--- config.mk ---
export PLATFORM = sky130hd
export DESIGN_NAME = wb_stage
export DESIGN_NICKNAME = d
export VERILOG_FILES = /design/src/rtl/wb_stage.sv
export SDC_FILE = /design/constraint.sdc
export NUM_CORES = 1
export LEC_CHECK = 0
export CAP_MARGIN = 20
export CORE_MARGIN = 4
export CORE_UTILIZATION = 35
export DETAILED_ROUTE_END_ITERATION = 6
export PLACE_DENSITY_LB_ADDON = 0.12
export REMOVE_ABC_BUFFERS = 1
export SKIP_CTS_REPAIR_TIMING = 1
export SLEW_MARGIN = 10
export SYNTH_ARGS = -nofsm -noshare
export SYNTH_HDL_FRONTEND = slang
export SYNTH_SLANG_ARGS = --single-unit
--- constraint.sdc ---
create_clock -name clk -period 2 [get_ports clk]
set_input_delay 0.2 -clock clk [delete_from_list [all_inputs] [get_ports clk]]
set_output_delay 0.2 -clock clk [all_outputs]
set_load 0.01 [all_outputs]
--- src/rtl/wb_stage.sv ---
// ---------------------------------------------------------------------------
// wb_stage -- writeback stage of the 5-stage core.
//
// This stage is the only writer of the register file write port. It accepts
// retiring instructions from the MEM stage over a valid/ready handshake. A
// non-load retires in the cycle after it is accepted. A load first waits for
// the data-memory response. The returned word is then aligned and
// sign/zero-extended before it retires. While a load is outstanding, its
// destination register is published so that decode can stall on a load-use
// hazard.
//
// Ports
//   clk, rst               clock; synchronous active-high reset
//   mem_valid_mem          MEM stage presents an instruction
//   wb_ready_wb            WB can accept this cycle (low only while waiting on a load)
//   mem_rd_mem             destination register
//   mem_rd_wen_mem         instruction writes rd
//   mem_result_mem         ALU result; byte address for loads
//   mem_is_load_mem        instruction is a load
//   mem_ld_type_mem        load funct3 (LB/LH/LW/LBU/LHU)
//   dmem_rvalid            data-memory read response strobe
//   dmem_rdata             aligned 32-bit word containing the load address
//   reg_wen_wb/_waddr_wb/_wdata_wb  register file write port
//   ld_pend_wb, ld_pend_rd_wb       load-use hazard status for decode
//   ld_misalign_wb         one-cycle pulse when a bad load is dropped
//   ld_timeout_wb          sticky: some load was abandoned after LD_TIMEOUT cycles
//   retire_cnt_wb          retired-instruction counter (wraps)
// ---------------------------------------------------------------------------
module wb_stage #(
  parameter int unsigned LD_TIMEOUT = 255,
  parameter int unsigned TO_W       = 8,
  parameter int unsigned CNT_W      = 32
) (
  input  logic             clk,
  input  logic             rst,
  input  logic             mem_valid_mem,
  output logic             wb_ready_wb,
  input  logic [4:0]       mem_rd_mem,
  input  logic             mem_rd_wen_mem,
  input  logic [31:0]      mem_result_mem,
  input  logic             mem_is_load_mem,
  input  logic [2:0]       mem_ld_type_mem,
  input  logic             dmem_rvalid,
  input  logic [31:0]      dmem_rdata,
  output logic             reg_wen_wb,
  output logic [4:0]       reg_waddr_wb,
  output logic [31:0]      reg_wdata_wb,
  output logic             ld_pend_wb,
  output logic [4:0]       ld_pend_rd_wb,
  output logic             ld_misalign_wb,
  output logic             ld_timeout_wb,
  output logic [CNT_W-1:0] retire_cnt_wb
);

  typedef enum logic [1:0] {
    S_EMPTY   = 2'd0,
    S_RETIRE  = 2'd1,
    S_WAIT_LD = 2'd2
  } state_e;

  localparam logic [TO_W-1:0] TO_MAX = TO_W'(LD_TIMEOUT);

  // The result is {legal, extended_data}. A load is illegal when it is
  // misaligned for its size or when its funct3 is not a supported load type.
  function automatic logic [32:0] align_load(input logic [2:0]  f3,
                                             input logic [1:0]  off,
                                             input logic [31:0] word);
    logic [7:0]  b;
    logic [15:0] h;
    logic [32:0] r;
    b = word[{off, 3'b000} +: 8];
    h = off[1] ? word[31:16] : word[15:0];
    case (f3)
      3'b000:  r = {1'b1, {24{b[7]}}, b};
      3'b100:  r = {1'b1, 24'd0, b};
      3'b001:  r = {~off[0], {16{h[15]}}, h};
      3'b101:  r = {~off[0], 16'd0, h};
      3'b010:  r = {(off == 2'b00), word};
      default: r = {1'b0, 32'd0};
    endcase
    return r;
  endfunction

  state_e            state_q, state_d;
  logic [4:0]        rd_q, rd_d;
  logic              wen_q, wen_d;
  logic [1:0]        addr_lo_q, addr_lo_d;
  logic [2:0]        ld_type_q, ld_type_d;
  logic [31:0]       data_q, data_d;
  logic              drop_q, drop_d;
  logic              misalign_q, misalign_d;
  logic [TO_W-1:0]   to_cnt_q, to_cnt_d;
  logic              timeout_q, timeout_d;
  logic [CNT_W-1:0]  retire_cnt_q, retire_cnt_d;

  logic              accept_s;
  logic              retire_s;
  logic [32:0]       align_s;

  assign wb_ready_wb = (state_q != S_WAIT_LD);
  assign accept_s    = mem_valid_mem & wb_ready_wb;
  assign retire_s    = (state_q == S_RETIRE);
  assign align_s     = align_load(ld_type_q, addr_lo_q, dmem_rdata);

  // Next-state logic: accept/retire sequencing and load completion/timeout
  always_comb begin
    state_d    = state_q;
    rd_d       = rd_q;
    wen_d      = wen_q;
    addr_lo_d  = addr_lo_q;
    ld_type_d  = ld_type_q;
    data_d     = data_q;
    drop_d     = drop_q;
    misalign_d = misalign_q;
    to_cnt_d   = to_cnt_q;
    timeout_d  = timeout_q;
    case (state_q)
      S_EMPTY, S_RETIRE: begin
        // RETIRE accepts too, so back-to-back non-loads retire one per cycle.
        if (accept_s) begin
          rd_d       = mem_rd_mem;
          wen_d      = mem_rd_wen_mem;
          addr_lo_d  = mem_result_mem[1:0];
          ld_type_d  = mem_ld_type_mem;
          data_d     = mem_result_mem;
          drop_d     = 1'b0;
          misalign_d = 1'b0;
          to_cnt_d   = '0;
          if (mem_is_load_mem) begin
            state_d = S_WAIT_LD;
          end else begin
            state_d = S_RETIRE;
          end
        end else begin
          state_d = S_EMPTY;
        end
      end
      S_WAIT_LD: begin
        // A response wins over a timeout that expires in the same cycle.
        if (dmem_rvalid) begin
          state_d = S_RETIRE;
          if (align_s[32]) begin
            data_d     = align_s[31:0];
            drop_d     = 1'b0;
            misalign_d = 1'b0;
          end else begin
            data_d     = 32'd0;
            drop_d     = 1'b1;
            misalign_d = 1'b1;
          end
        end else if (to_cnt_q == TO_MAX) begin
          state_d    = S_RETIRE;
          data_d     = 32'd0;
          drop_d     = 1'b1;
          misalign_d = 1'b0;
          timeout_d  = 1'b1;
        end else begin
          to_cnt_d = to_cnt_q + TO_W'(1);
        end
      end
      default: begin
        state_d = S_EMPTY;
      end
    endcase
  end

  // The retire counter increments when RETIRE is entered, so the count already
  // includes the instruction that is being written back in that cycle.
  always_comb begin
    retire_cnt_d = retire_cnt_q;
    if (state_d == S_RETIRE) begin
      retire_cnt_d = retire_cnt_q + CNT_W'(1);
    end else begin
      retire_cnt_d = retire_cnt_q;
    end
  end

  // State register with synchronous reset that abandons any load in flight
  always_ff @(posedge clk) begin
    if (rst) begin
      state_q      <= S_EMPTY;
      rd_q         <= 5'd0;
      wen_q        <= 1'b0;
      addr_lo_q    <= 2'd0;
      ld_type_q    <= 3'd0;
      data_q       <= 32'd0;
      drop_q       <= 1'b0;
      misalign_q   <= 1'b0;
      to_cnt_q     <= '0;
      timeout_q    <= 1'b0;
      retire_cnt_q <= '0;
    end else begin
      state_q      <= state_d;
      rd_q         <= rd_d;
      wen_q        <= wen_d;
      addr_lo_q    <= addr_lo_d;
      ld_type_q    <= ld_type_d;
      data_q       <= data_d;
      drop_q       <= drop_d;
      misalign_q   <= misalign_d;
      to_cnt_q     <= to_cnt_d;
      timeout_q    <= timeout_d;
      retire_cnt_q <= retire_cnt_d;
    end
  end

  // These outputs are decoded only from registered state. x0 is never written.
  assign reg_wen_wb     = retire_s & wen_q & (rd_q != 5'd0) & ~drop_q;
  assign reg_waddr_wb   = retire_s ? rd_q : 5'd0;
  assign reg_wdata_wb   = retire_s ? data_q : 32'd0;
  assign ld_pend_wb     = (state_q == S_WAIT_LD) & wen_q & (rd_q != 5'd0);
  assign ld_pend_rd_wb  = (state_q == S_WAIT_LD) ? rd_q : 5'd0;
  assign ld_misalign_wb = retire_s & misalign_q;
  assign ld_timeout_wb  = timeout_q;
  assign retire_cnt_wb  = retire_cnt_q;

endmodule

==> run notes, run 1 <==
Update from the flow run.

The analysis attributes to cell leakage a power of 3.32 nW. According to the hold report, the worst path is of the primary input to flip-flop type. The fraction of layout cells with a size suffix above 1 is 15.6%. The height of the die is 124 um.

The met1 usage is 25.3%. The synthesized flop and latch total is 88. The critical path capture point is retire_cnt_wb[27]. The flow ran to the end, but the final reports show violations. The number of maximum-capacitance violations recorded for the run is 0. Headroom to the max-slew limit came out at 66.5%.

Post-route period utilization is reported as 107%. The flop-to-flop setup slack is -140 ps. TritonCTS built the clock tree.

The area share of the largest cell type after synthesis is 37.2%. The sink count of the clock tree is 88. The via count of the first global-routing pass is 5106. Counting the warning lines in the Yosys log gives 0.

The final total power is 0.00407 W. Sorting the synthesized cells by how often they occur yields sky130_fd_sc_hd__dfxtp_1 (88), sky130_fd_sc_hd__nand2_1 (72), sky130_fd_sc_hd__a21oi_1 (61). The first-iteration detailed-routing DRC count is 331. The clock-pin transition on the worst setup and hold timing paths is 70 ps.

The maximum fanout along the worst path is 6. In the final run the clock tree shows a worst skew of 9.19 ps. The type of the setup path with the least slack is flip-flop to flip-flop.

The stage-log warning count is 26. Yosys mapped the design onto 53 distinct sky130hd cell types. The via density per instance is 5.25. The floorplan step defined a die boundary enclosing 0.0155 mm^2.

The arrival time of the worst setup path is 2420 ps. After global routing the overflow that remains totals 0. The starting utilization of the core area is 35.8%. The worst setup path is captured at a flip-flop. The maximum buffer depth of the clock tree is 2. The horizontal die size is 124 um. The placement-stage cell area is 0.00686 mm^2.

The top logic cell by instance count in the layout is sky130_fd_sc_hd__clkdlybuf4s50_1. The final hold violation count is 0. The count of mapped cells out of synthesis is 610. The post-synthesis chip area from yosys is 0.00474 mm^2. The minimum clock period after layout is 2140 ps. The report lists the power per cell area as 549 mW/mm^2. As logged by OpenROAD, the buffers inserted on ports number 156. The proportion of register bits with asynchronous set or reset after synthesis is 0%. The data required time of the worst path is 2280 ps. The pin count of the biggest net entering global routing is 42. For this run, the top clock speed supported by timing is 0.467 GHz.

After synthesis the cells add up to 0.00474 mm^2. The met3 usage is 4.76%. The met2 routing resource usage after global routing is 33.3%. In this run the critical register-to-register path is captured at retire_cnt_wb[27]. In this run the VDD rail shows a maximum IR drop of 313 uV.

Among all cell types in the netlist, the one instantiated most often is sky130_fd_sc_hd__dfxtp_1. The cell depth of the worst hold path is 2. The top-level I/O count is 157.

CTS added clock buffers totalling 9. Nets still carrying antenna violations after routing amount to 0. Setup repair after global routing could not meet its margin everywhere. The total half-perimeter wirelength after legalization and detailed placement is 11800 um. Of the synthesized area, sequential elements account for 37.2%. The pre-CTS setup slack is -343 ps.

The clock root buffer master is sky130_fd_sc_hd__clkbuf_16. The critical path in the final layout is reported with a setup slack of -142 ps. According to the report, the first pass of detailed routing completed in 7 iterations. Each instance of the synthesized netlist takes up on average 7.77 um^2. The most critical hold endpoint after final layout shows a slack of 265 ps. At the end of the flow, the number of nets in the layout was 893. The placer's final routability congestion estimate is 0.847.

Endpoints with negative setup slack in the final report add up to 8. The floorplan step defined a core boundary enclosing 0.0132 mm^2. After synthesis, the cell types taking the most area are sky130_fd_sc_hd__dfxtp_1 (37%), sky130_fd_sc_hd__a21oi_1 (6.4%), sky130_fd_sc_hd__and2_1 (5.8%).

Once layout is complete, the cells apart from fillers number 992. The initial antenna violation count is 2. Adding up every negative setup slack in the final design gives -594 ps. The hold path startpoint is rst. The final reports fail on negative setup slack. The library cells used most frequently in the layout, excluding fill and tap cells, are sky130_fd_sc_hd__clkdlybuf4s50_1 (115), sky130_fd_sc_hd__dfxtp_1 (84), sky130_fd_sc_hd__nand2_1 (72). STA lists the startpoint of the worst register-to-register path as state_q[1].

The element type at the critical path start is a flip-flop. The source of the critical timing path is state_q[1]. The first-pass GRT wire length is 25900 um.

For this run, the leading register cell type out of synthesis is sky130_fd_sc_hd__dfxtp_1. Counting pins that exceed their max-slew limit in the final report gives 0. The final antenna diode tally reported by the flow is 0. For this run, design rule violations remaining after detail routing come to 0. The sequential cell area in the final layout is 0.00177 mm^2. In the final layout, the multi-input gates occupy 0.00285 mm^2. The synthesized netlist was found by Yosys to have 610 cells. Measured in cells, the most critical reg-to-reg path has a length of 6.

The worst hold path terminates at state_q[1]. At the later pin of the worst-skew pair, clock insertion delay measures 350 ps. Per the placement report, the placed cell count is 963. Looking at area per cell type in the netlist, the leader is sky130_fd_sc_hd__dfxtp_1. At the pin with the least slew margin, the transition time is 498 ps. In this run the core area contains 42 standard-cell rows. The fill cell instance count of the final layout is 1266. The global router reports that the layer with the highest usage is met2.

The number of enable flip-flop cells is 0. The number of levels in the clock H-tree is 3. Measured on the finished design, the core utilization comes to 55.9%.
## run 1: cells by family after synthesis
group / Yosys count / share of synthesized area (%)
adders and majority gates: 2 / 0.528
xor gates and xnor gates: 25 / 4.62
DFF: 88 / 37.2
buffers and inverters: 47 / 4.09
and+or+nand+nor: 257 / 27.2
AOI/OAI and AO/OA: 182 / 24.3
muxes: 9 / 2.03
## run 1: sequential cells by signal, summed over array words and instances (netlist names)
register	flops
ld_type_q	3
rd_q	5
to_cnt_q	8
wen_q	1
addr_lo_q	2
data_q	32
state_q	2
ld_timeout_wb	1
retire_cnt_wb	32
misalign_q	1
drop_q	1
## run 1: cell type report
| cell class | instances | share of cell area, % |
|---|---|---|
| clock buffer | 10 | 3.09 |
| clock inverter | 4 | 0.321 |
| timing repair buffer | 234 | 31.0 |
| multi-input combinational | 475 | 38.5 |
| sequential | 88 | 23.9 |
| tap | 176 | 2.97 |
| inverter | 5 | 0.253 |
## run 1: where the power goes
part	internal [W]	total, W	switching, W	leakage (nW)
logic	0.000360	0.000685	0.000324	2.47
registers	0.00182	0.00187	0.0000429	0.720
clock network	0.000824	0.00152	0.000693	0.128
total	0.00301	0.00407	0.00106	3.32
## run 1: critical path, cell delays in order, from the launching register on
cell and delay [ps]:
sky130_fd_sc_hd__dfxtp_4 350, sky130_fd_sc_hd__buf_6 120, sky130_fd_sc_hd__or3b_4 390, sky130_fd_sc_hd__a211oi_4 370
sky130_fd_sc_hd__o211ai_4 160, sky130_fd_sc_hd__or4_4 550, sky130_fd_sc_hd__a21oi_2 130
## run 1: layer usage
| layer | part of all wire [%] | vias up |
|---|---|---|
| li1 | - | 2577 |
| met1 | 44 | 2400 |
| met2 | 47 | 197 |
| met3 | 5.8 | 27 |
| met4 | 2.7 | 4 |
| met5 | 0.16 | - |
Fig. 1: run 1, metal 4
Supply wires on this layer in gray. Cells faint in the background.
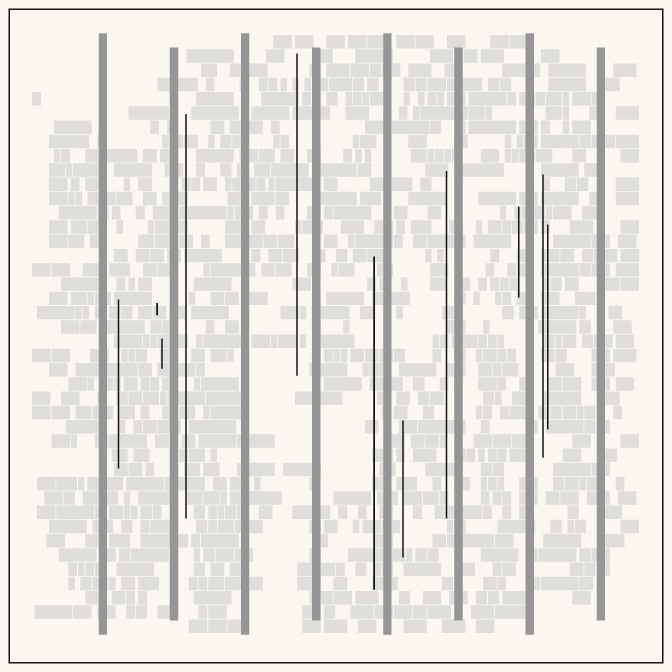
The longest straight run is 76.8 um. The layer carries 442 um of wire. 10 nets have wire on it. The wires run mostly vertical. The layer holds 2.7% of the routed length.
total wirelength of the detailed-routed design: 16400 um
detailed-route via count: 5205

Fig. 2: run 1, cells by drive strength
Scale bar: 20 um.
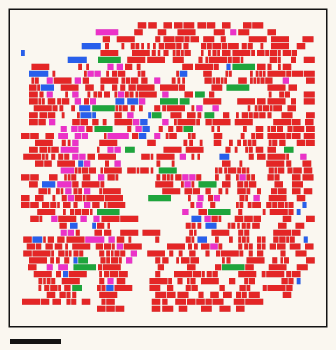
Red is _0 and _1 cells, cells 689. Green is _6 and larger, cells 22. Blue is _2 cells, cells 32. Magenta is _3 and _4 cells, cells 73.
area added between synthesis and finish: 56.3%
post-route worst setup slack: -142 ps
final design instance area without fill: 0.00741 mm^2
number of buffers outside the clock class in the layout: 234

Fig. 3: run 1, signal wires by layer
Scale bar: 20 um.
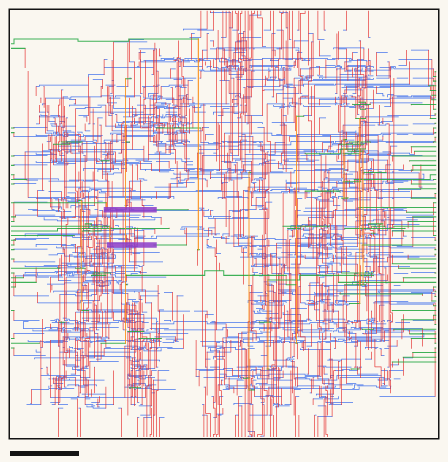
Red is metal 2, wire length 7710 um. Green is metal 3, wire length 948 um. Orange is metal 4, wire length 442 um. Blue is metal 1, wire length 7300 um. Purple is metal 5, wire length 26.7 um.
total track usage: 20.3%
mean routed wirelength per cell: 16.6 um

Fig. 4: run 1, cell placement
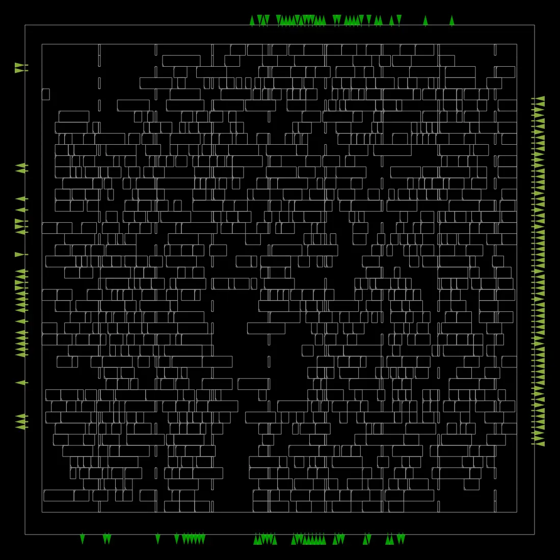

==> inputs of run 2 (changes only) <==
--- a/config.mk
+++ b/config.mk
@@ -9,7 +9,7 @@
 export CORE_MARGIN = 4
 export CORE_UTILIZATION = 35
 export DETAILED_ROUTE_END_ITERATION = 6
-export PLACE_DENSITY_LB_ADDON = 0.12
+export PLACE_DENSITY = 0.66
 export REMOVE_ABC_BUFFERS = 1
 export SKIP_CTS_REPAIR_TIMING = 1
 export SLEW_MARGIN = 10
Fig. 5: run 2, cell placement
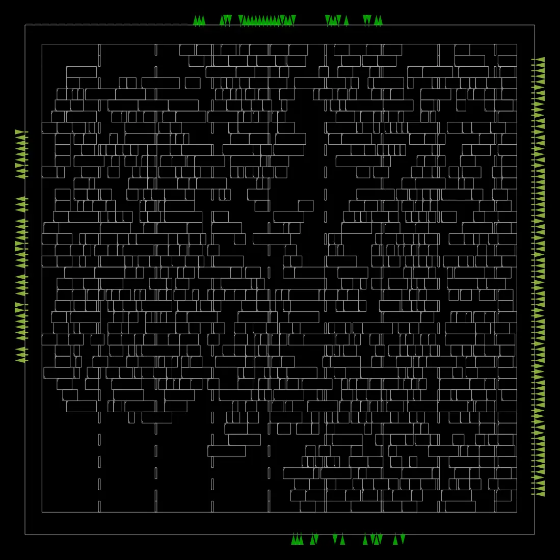
non-filler cells, final: 978
Row Count: 42
sequential cell count: 88
total core area: 0.0132 mm^2
fraction of area in registers: 24.0%

Fig. 6: run 2, signal wires by layer
Scale bar: 20 um.
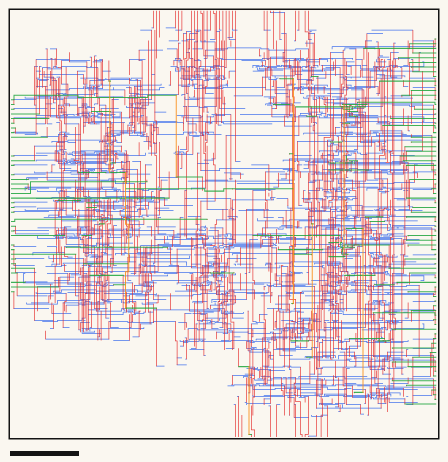
Blue is metal 1, wire length 7480 um. Green is metal 3, wire length 1150 um. Orange is metal 4, wire length 307 um. Red is metal 2, wire length 7650 um.
mean routed wirelength per cell: 17.0 um
total wirelength of the detailed-routed design: 16600 um
detailed-route via count: 5264

Fig. 7: run 2, metal 3
Scale bar: 20 um.
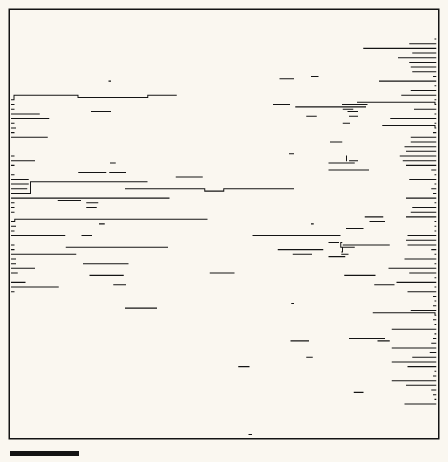
The layer holds 6.9% of the routed length. The wires run mostly horizontal. 150 nets have wire on it. The layer carries 1150 um of wire.

==> run 2 against run 1 <==
Compared with the run above:
- the run now ends clean
- via count rose by 1.1%
- setup slack improved by 240 ps
- clock-buffer cell count increased by 1
- synthesized cell count is the same
- critical path depth down 1
- flip-flop count unchanged
- sequential power about the same
- critical path type unchanged
- combinational power decreased by 2%
- critical endpoint is now retire_cnt_wb[25]
- synthesized area stayed put
- total power increased by 5.8%
- clock skew decreased by 1.7 ps
==> run notes, run 2 <==
Update from the flow run.

The tap cell count is 176. In this run the critical register-to-register path is captured at retire_cnt_wb[25]. The synthesized design contains 88 register bits.

Entering global routing, the biggest net connects 40 pins. The dominant power group in this design is registers. The fraction of layout cells with a size suffix above 1 is 13.6%. The global-route usage over all layers is 20.3%. A synthesized cell averages 7.77 um^2. From bottom edge to top edge, the die measures 124 um. The combinational gate power is 0.000672 W.

TritonCTS built the clock tree. After layout, the minimum clock period comes to 1900 ps. After synthesis, the share of flip-flops with an asynchronous set or reset is 0%. The transition time recorded at the tightest slew-check pin is 477 ps.

Sorting the synthesized cells by area gives the leading types as sky130_fd_sc_hd__dfxtp_1 (37%), sky130_fd_sc_hd__a21oi_1 (6.4%), sky130_fd_sc_hd__and2_1 (5.8%). The via density per instance is 5.38. The sequential group power is 0.00187 W. The final timing report lists clock skew as 7.51 ps. The synthesized netlist has a Yosys-reported chip area of 0.00474 mm^2.

In the final layout, excluding clock buffers the buffer count is 219. Setup repair after global routing could not meet its margin everywhere. The cell with the most instances after synthesis is sky130_fd_sc_hd__dfxtp_1.

The worst vdd rail ir drop is 287 uV. According to the dpl log, the detail-placed design has an HPWL of 12400 um. The synthesis-to-layout area growth is 55.4%. The clock root buffer master is sky130_fd_sc_hd__clkbuf_16. Prior to clock tree synthesis, the placed netlist has a worst setup slack of -254 ps.

The DRC violation total left in the routed layout is recorded as 0. The registers of the reported paths see a clock transition of 60 ps. The most critical setup path has its endpoint at retire_cnt_wb[25]. With fillers left out, the area of the finished cells amounts to 0.00736 mm^2.

The via count of the first global-routing pass is 5057. The pre-antenna-repair detailed-routing pass consisted of 5 iterations. The final weighted congestion recorded by global placement is 0.934. For the worst-skew pair, the clock arrives at the later sink with an insertion delay of 350 ps. The final total power is 0.00430 W. Counting tap cells, the placed design contains a total of 961 instances. The critical path maximum fanout is 12.

Switching power as a fraction of the total was reported as 25.5%. Counting the fill cells in the layout gives 1210. The stage-log warning count is 26. Dividing the final minimum period by the clock period gives 94.9%.

The flop-to-flop setup slack is 100 ps. The combinational gate count is 475. Synthesis produced 610 cells. The core utilization of the finished layout is 55.6%.

The flow reports an fmax of 0.527 GHz. The starting utilization of the core area is 35.8%. The critical path in the final layout is reported with a setup slack of 102 ps. Summing all flip-flop and latch instances after layout gives 0.00177 mm^2. The area of the die is 0.0155 mm^2. The remaining antenna violation count is 0.

Per the layout area report, the combinational gate area comes to 0.00284 mm^2. The critical path endpoint has a required time of 2280 ps. Ranked by instance count, the synthesized netlist is headed by sky130_fd_sc_hd__dfxtp_1 (88), sky130_fd_sc_hd__nand2_1 (72), sky130_fd_sc_hd__a21oi_1 (61). The non-clock buffer area fraction after layout is 30.0%. The initial antenna violation count came to 0. Max-cap violations in this run came to 0. The longest clock path from root to sink contains 2 buffers. The arrival time of the worst setup path is 2180 ps. The mapped netlist covers 0.00474 mm^2. Of the total standard cell area in the layout, the multi-input combinational portion is 38.6%. The tightest min-delay check is of the primary input to flip-flop type.

The clock network burns 41.0% of the power. The clock-cell share of area is 4.16%. The number of enable flip-flop cells is 0. The flow ran to the end, and the final reports show no timing, DRC or antenna violations. The top logic cell by instance count in the layout is sky130_fd_sc_hd__clkdlybuf4s50_1.

Leaving out the clock tree, the finished layout contains an inverter count of 5. For the worst reg-to-reg path, the startpoint reported by OpenROAD is state_q[1]. The power report lists the clock group at 0.00176 W. Ranking logic cells in the layout by count gives the top entries sky130_fd_sc_hd__clkdlybuf4s50_1 (110), sky130_fd_sc_hd__dfxtp_1 (84), sky130_fd_sc_hd__nand2_1 (72). For this design the static power due to leakage is 3.41 nW.

In this run, the number of DRC markers left after iteration 0 of detailed routing was 429. The report puts the cell count of the worst reg-to-reg path at 5. According to the I/O placement log, the pin count is 157. The switching component of the power was reported as 0.00110 W. For this run the aggregate overflow at the end of global routing stands at 0. Once placement finished, the instance area stood at 0.00686 mm^2. Summed over its instances, the top area cell type makes up 37.2% of the synthesized netlist area. The total of clock buffers placed in the layout is 11. Sequential cells burn 43.4% of the power.

The internal portion of the total power is 0.00321 W. Per the OpenROAD floorplan log, the width of the die is 124 um. The post-layout net count is 878. The synthesized design spends more area on one cell type than any other, namely sky130_fd_sc_hd__dfxtp_1. The final total negative setup slack is 0 ps. The first-pass GRT wire length is 26100 um. The source of the critical timing path is state_q[1]. The total of endpoints with negative setup slack in the final report is 0.

Dividing total power by cell area gives a power density of 584 mW/mm^2. Summing the sequential cell areas from Yosys gives 37.2% of the chip area. STA classifies the critical path endpoint as a flip-flop. The most instantiated flip-flop cell in the synthesis netlist is sky130_fd_sc_hd__dfxtp_1. After synthesis, the netlist uses 53 different library cells.

The worst setup path is of the flip-flop to flip-flop kind. The number of slew-limit violations in the final report is 0. The largest cell class by area is combinational gates. The sink count of the clock tree is 88. STA classifies the critical path startpoint as a flip-flop. For reference, the final report shows the hold violation count at 0. The share of power burned in combinational logic is 15.6%.

The number of levels in the clock H-tree is 3. As logged by OpenROAD, the buffers inserted on ports number 156. Yosys printed 0 warnings. The yosys stat cell total is 610. The final worst hold slack is 292 ps. Headroom to the max-slew limit came out at 67.9%. The number of clock buffers added by TritonCTS is 9.

The final antenna diode count is 0.
## run 2: cell count changes in the layout (fill, tap and decap cells not counted), moves of 3 or more
cell	before	now
sky130_fd_sc_hd__clkdlybuf4s50_1	115	110
sky130_fd_sc_hd__dlymetal6s2s_1	36	45
sky130_fd_sc_hd__buf_4	64	57
sky130_fd_sc_hd__buf_6	9	1
sky130_fd_sc_hd__clkbuf_2	4	0
sky130_fd_sc_hd__clkinv_2	3	0
## run 2: layer usage
layer / vias to the layer above / GRT usage [%] / share of wire (%)
met5: - / 0 / 0
met4: 0 / 7.03 / 1.8
met3: 21 / 5.53 / 6.9
met2: 212 / 33.0 / 46
met1: 2479 / 26.1 / 45
li1: 2552 / - / -
## run 2: cells by family (layout without fill, tap and decap cells)
family	Yosys count	in the layout	share of synthesized area [%]
flip-flops	88	88	37.2
multiplexers	9	9	2.03
adder cells (fa/ha/maj)	2	2	0.528
AND/OR/NAND/NOR	257	257	27.2
AND-OR/OR-AND	182	182	24.3
buffers and inverters	47	239	4.09
XOR/XNOR	25	25	4.62
## run 2: worst max-delay path, stage by stage (launching register included)
cell and delay (ps):
sky130_fd_sc_hd__dfxtp_2 340, sky130_fd_sc_hd__or3b_4 430, sky130_fd_sc_hd__a211oi_4 300, sky130_fd_sc_hd__o211ai_4 160, sky130_fd_sc_hd__or4_1 440, sky130_fd_sc_hd__a21oi_2 150
## run 2: worst min path at each step
stage / to / from / cells past startpoint
final: retire_cnt_wb[28] / rst / 2
after global routing: retire_cnt_wb[5] / rst / 2
after CTS: retire_cnt_wb[14] / rst / 2
after detailed placement: data_q[7] / data_q[7] / 2
after global placement: data_q[7] / data_q[7] / 2
after floorplan: addr_lo_q[0] / rst / 1
Fig. 8: run 2, metal 4
Supply wires on this layer in gray. Cells faint in the background.
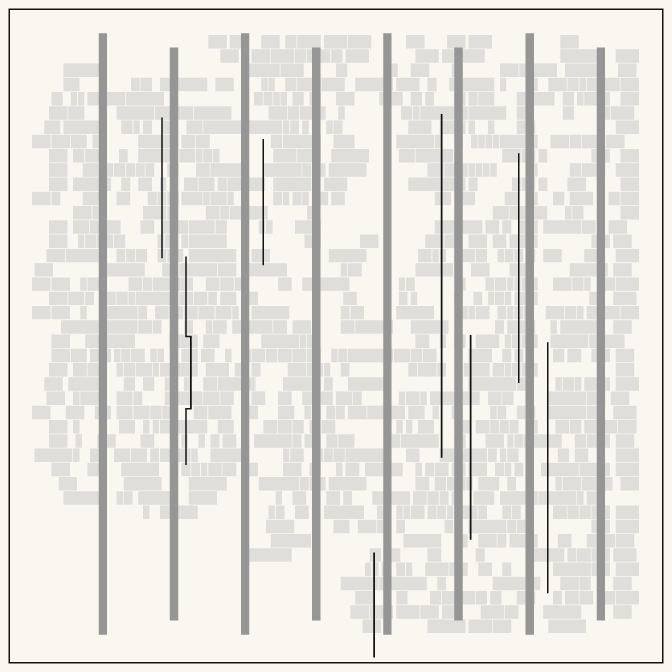

==> inputs of run 3 (changes only) <==
--- a/config.mk
+++ b/config.mk
@@ -11,6 +11,7 @@
 export DETAILED_ROUTE_END_ITERATION = 6
 export PLACE_DENSITY = 0.66
 export REMOVE_ABC_BUFFERS = 1
+export SETUP_SLACK_MARGIN = 0.4
 export SKIP_CTS_REPAIR_TIMING = 1
 export SLEW_MARGIN = 10
 export SYNTH_ARGS = -nofsm -noshare
Fig. 9: run 3, metal 4
Supply wires on this layer in gray. Cells faint in the background.
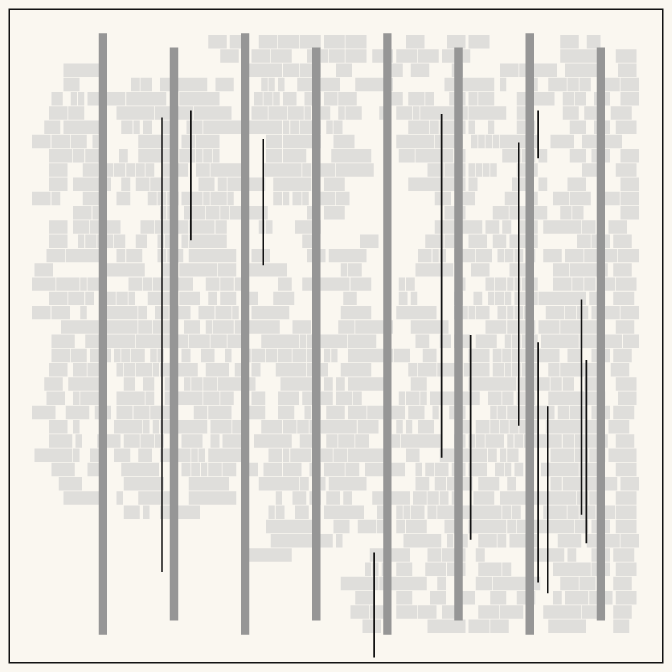
total wirelength of the detailed-routed design: 18600 um
detailed-route via count: 5580

Fig. 10: run 3, cell placement
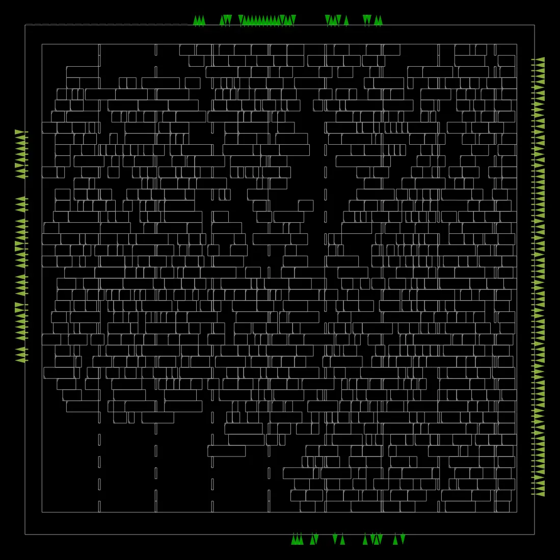
count of filler cells inserted in the layout: 1121
Well-Tap Cells: 176
non-filler cells, final: 1007

Fig. 11: run 3, cells by drive strength
Scale bar: 20 um.
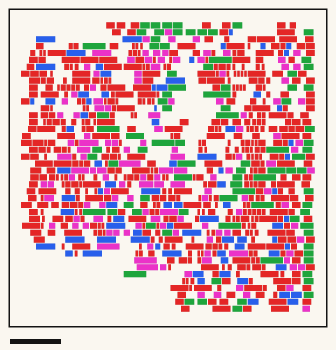
Blue is _2 cells, cells 78. Magenta is _3 and _4 cells, cells 130. Red is _0 and _1 cells, cells 535. Green is _6 and larger, cells 88.
number of buffers outside the clock class in the layout: 247
post-route worst setup slack: 86.7 ps

==> run 3 against run 2 <==
Compared with the run above:
- final area up 11%
- critical path depth grew 1
- combinational power rose by 27%
- setup slack worse by 15 ps
- final cell count rose by 3.0%
- global-route usage stayed put
- sequential power barely moved
- synthesized area unchanged
- first-iteration DRC count up 7.5%
- critical path type unchanged
- largest cell class unchanged
==> run notes, run 3 <==
Update from the flow run.

The run finished with clean final reports. The starting utilization of the core area is 35.8%. The final hold violation count is 0. The clock root buffer master is sky130_fd_sc_hd__clkbuf_16. The type of the setup path with the least slack is flip-flop to flip-flop.

The final timing report counts setup violations totalling 0. The power density of the placed cells is 552 mW/mm^2. The commonest cells after synthesis are sky130_fd_sc_hd__dfxtp_1 (88), sky130_fd_sc_hd__nand2_1 (72), sky130_fd_sc_hd__a21oi_1 (61). The top logic cell by instance count in the layout is sky130_fd_sc_hd__clkdlybuf4s50_1. The cell with the most instances after synthesis is sky130_fd_sc_hd__dfxtp_1. The worst setup skew after layout is 7.64 ps. The worst vdd rail ir drop is 297 uV.

The worst pin sits at a relative slew slack of 66.1%. The relative contribution of the clock network to total power is 39.2%. The pin count of the biggest net entering global routing is 40.

The initial antenna violation count came to 0. The area of the die is 0.0155 mm^2. Per the detail_route report, routed wire per instance is 18.5 um. The cell area after synthesis is 0.00474 mm^2. The fraction of layout cells with a size suffix above 1 is 35.6%.

After synthesis, the mean cell area works out to 7.77 um^2. After detailed placement, the total cell area comes to 0.00686 mm^2. Yosys reports that the leading cell type by area covers 37.2% of the netlist area.

The die is 124 um tall. Ranked by total cell area, the synthesized netlist is headed by sky130_fd_sc_hd__dfxtp_1 (37%), sky130_fd_sc_hd__a21oi_1 (6.4%), sky130_fd_sc_hd__and2_1 (5.8%). The final max-slew violation count recorded for this run is 0.

Per the detail_route report, DRC violations left total 0. The most instantiated flip-flop cell in the synthesis netlist is sky130_fd_sc_hd__dfxtp_1. Combinational cells consume a total of 0.000855 W. Input and output buffers added on the ports amount to 156.

The via count of the first global-routing pass was 5057. The analysis attributes to cell leakage a power of 3.26 nW. The max-cap check violation count is 0. The group drawing the most power is registers. The cell internal power dissipation is 0.00332 W. After routing the design area is 0.00817 mm^2. After synthesis, the design contains 610 cells according to Yosys. The final antenna diode count is 0. The final total negative setup slack is 0 ps. The kind of path behind the tightest hold check is primary input to flip-flop. The first-pass GRT wire length is 26100 um. The remaining global-route overflow is 0.

The detailed router reports a met3 wire length of 1430 um. In the routed layout, each cell is associated on average with a via count of 5.54. The highest metal layer with signal wires is met4. The floorplan has 42 rows. In the layout the commonest cells are sky130_fd_sc_hd__clkdlybuf4s50_1 (99), sky130_fd_sc_hd__dfxtp_1 (70), sky130_fd_sc_hd__buf_6 (64). The number of enable flip-flop cells is 0. In this run, power in the clock network comes to 0.00177 W. The total half-perimeter wirelength after legalization and detailed placement is 12400 um. The cell total after placement is 961. Hold is met by 302 ps. In this run the tools logged warnings totalling 26. The top-level I/O count is 157. Summed over all nets, wire length on met2 after detailed routing comes to 8830 um. The element type at the critical path start is a flip-flop. The achievable clock frequency is 0.523 GHz. The data required time of the worst path is 2220 ps. The number of distinct library cell variants in the gate-level netlist after synthesis is 53. The sequential group share of total power is 41.8%. The switching share of total power is 26.5%.

Combinational logic is responsible for 18.9% of the overall power. The sequential group power is 0.00189 W. The transition time at the pin with the least slew margin is 509 ps. The routed wirelength on the met1 layer is recorded as 7890 um.

The final total power is 0.00451 W. The maximum fanout along the worst path is 6. The global-route usage over all layers is 20.3%.

Cells fill 61.7% of the core in the end. The maximum buffer depth of the clock tree is 2. The post-layout net count is 907.

The floorplan step set the die width to 124 um. The core footprint is 0.0132 mm^2. The clock period could shrink to 1910 ps. The first detailed-routing pass ran for 5 iterations. Per the CTS log, the maximum H-tree level is 3. The first-iteration detailed-routing DRC count is 461. The remaining antenna violation count is 0. The sink count of the clock tree is 88. Per the synth stats, the proportion of register bits with asynchronous set or reset is 0%.

The library cell with the largest summed area after synthesis is sky130_fd_sc_hd__dfxtp_1. Data arrives at the worst endpoint at 2140 ps. The sequential element share of the synthesized area is 37.2%. Counting the warning lines in the Yosys log gives 0. Setup repair after global routing could not meet its margin everywhere.

For the worst-skew pair, the clock arrives at the later sink with an insertion delay of 350 ps. The post-synthesis chip area from yosys is 0.00474 mm^2. The pre-CTS setup slack is -254 ps. Summed over all nets, the switching power comes to 0.00120 W.

TritonCTS built the clock tree. From synthesis to final layout, the design area changed by 72.4%. The clock buffer count from CTS is 9. The type of destination of the critical path is a flip-flop. After layout, the worst path uses 95.7% of the clock period. Counting every instance in the synthesized netlist gives 610. The clock-pin transition on the worst setup and hold timing paths is 60 ps. The placer's final routability congestion estimate is 0.934.

The synthesized flop and latch total is 88.
## run 3: cell counts after synthesis
No cell type changed its count.
## run 3: kinds of logic (layout without fill, tap and decap cells)
logic type	Yosys count	count (layout)	synth area share, %
AND/OR/NAND/NOR	257	257	27.2
adder cells (fa/ha/maj)	2	2	0.528
multiplexers	9	9	2.03
XOR/XNOR	25	25	4.62
AND-OR/OR-AND	182	183	24.3
buffers and inverters	47	267	4.09
flip-flops	88	88	37.2
## run 3: final cells by class
cell class                 instances  area [um^2]  share of cell area [%]
sequential                        88         1790                    21.9
clock inverter                     4         53.8                   0.658
clock buffer                      11          253                    3.09
tap                              176          220                    2.69
multi-input combinational        476         3280                    40.2
inverter                           5         18.8                   0.230
timing repair buffer             247         2550                    31.3
## run 3: path summary, 6_finish.rpt
path / start / end / slack (ps) / cells after the start
min: rst / retire_cnt_wb[28] / 300 / 2
max: state_q[1] / retire_cnt_wb[25] / 90 / 6
min reg2reg: ld_timeout_wb / ld_timeout_wb / 480 / 2
max reg2reg: state_q[1] / retire_cnt_wb[25] / 90 / 6
## run 3: critical path: stages, from the launching register on
cell	delay, ps
sky130_fd_sc_hd__dfxtp_4	360
sky130_fd_sc_hd__or3b_4	410
sky130_fd_sc_hd__a211oi_4	350
sky130_fd_sc_hd__o211ai_4	150
sky130_fd_sc_hd__buf_4	180
sky130_fd_sc_hd__o31ai_1	250
sky130_fd_sc_hd__a21oi_2	90
## run 3: layer usage
layer  up-vias  global-route usage (%)
met5         -                       0
li1       2616                       -
met3        31                    5.53
met2       256                    33.0
met1      2677                    26.1
met4         0                    7.03
Power and IR drop assume default switching activity.
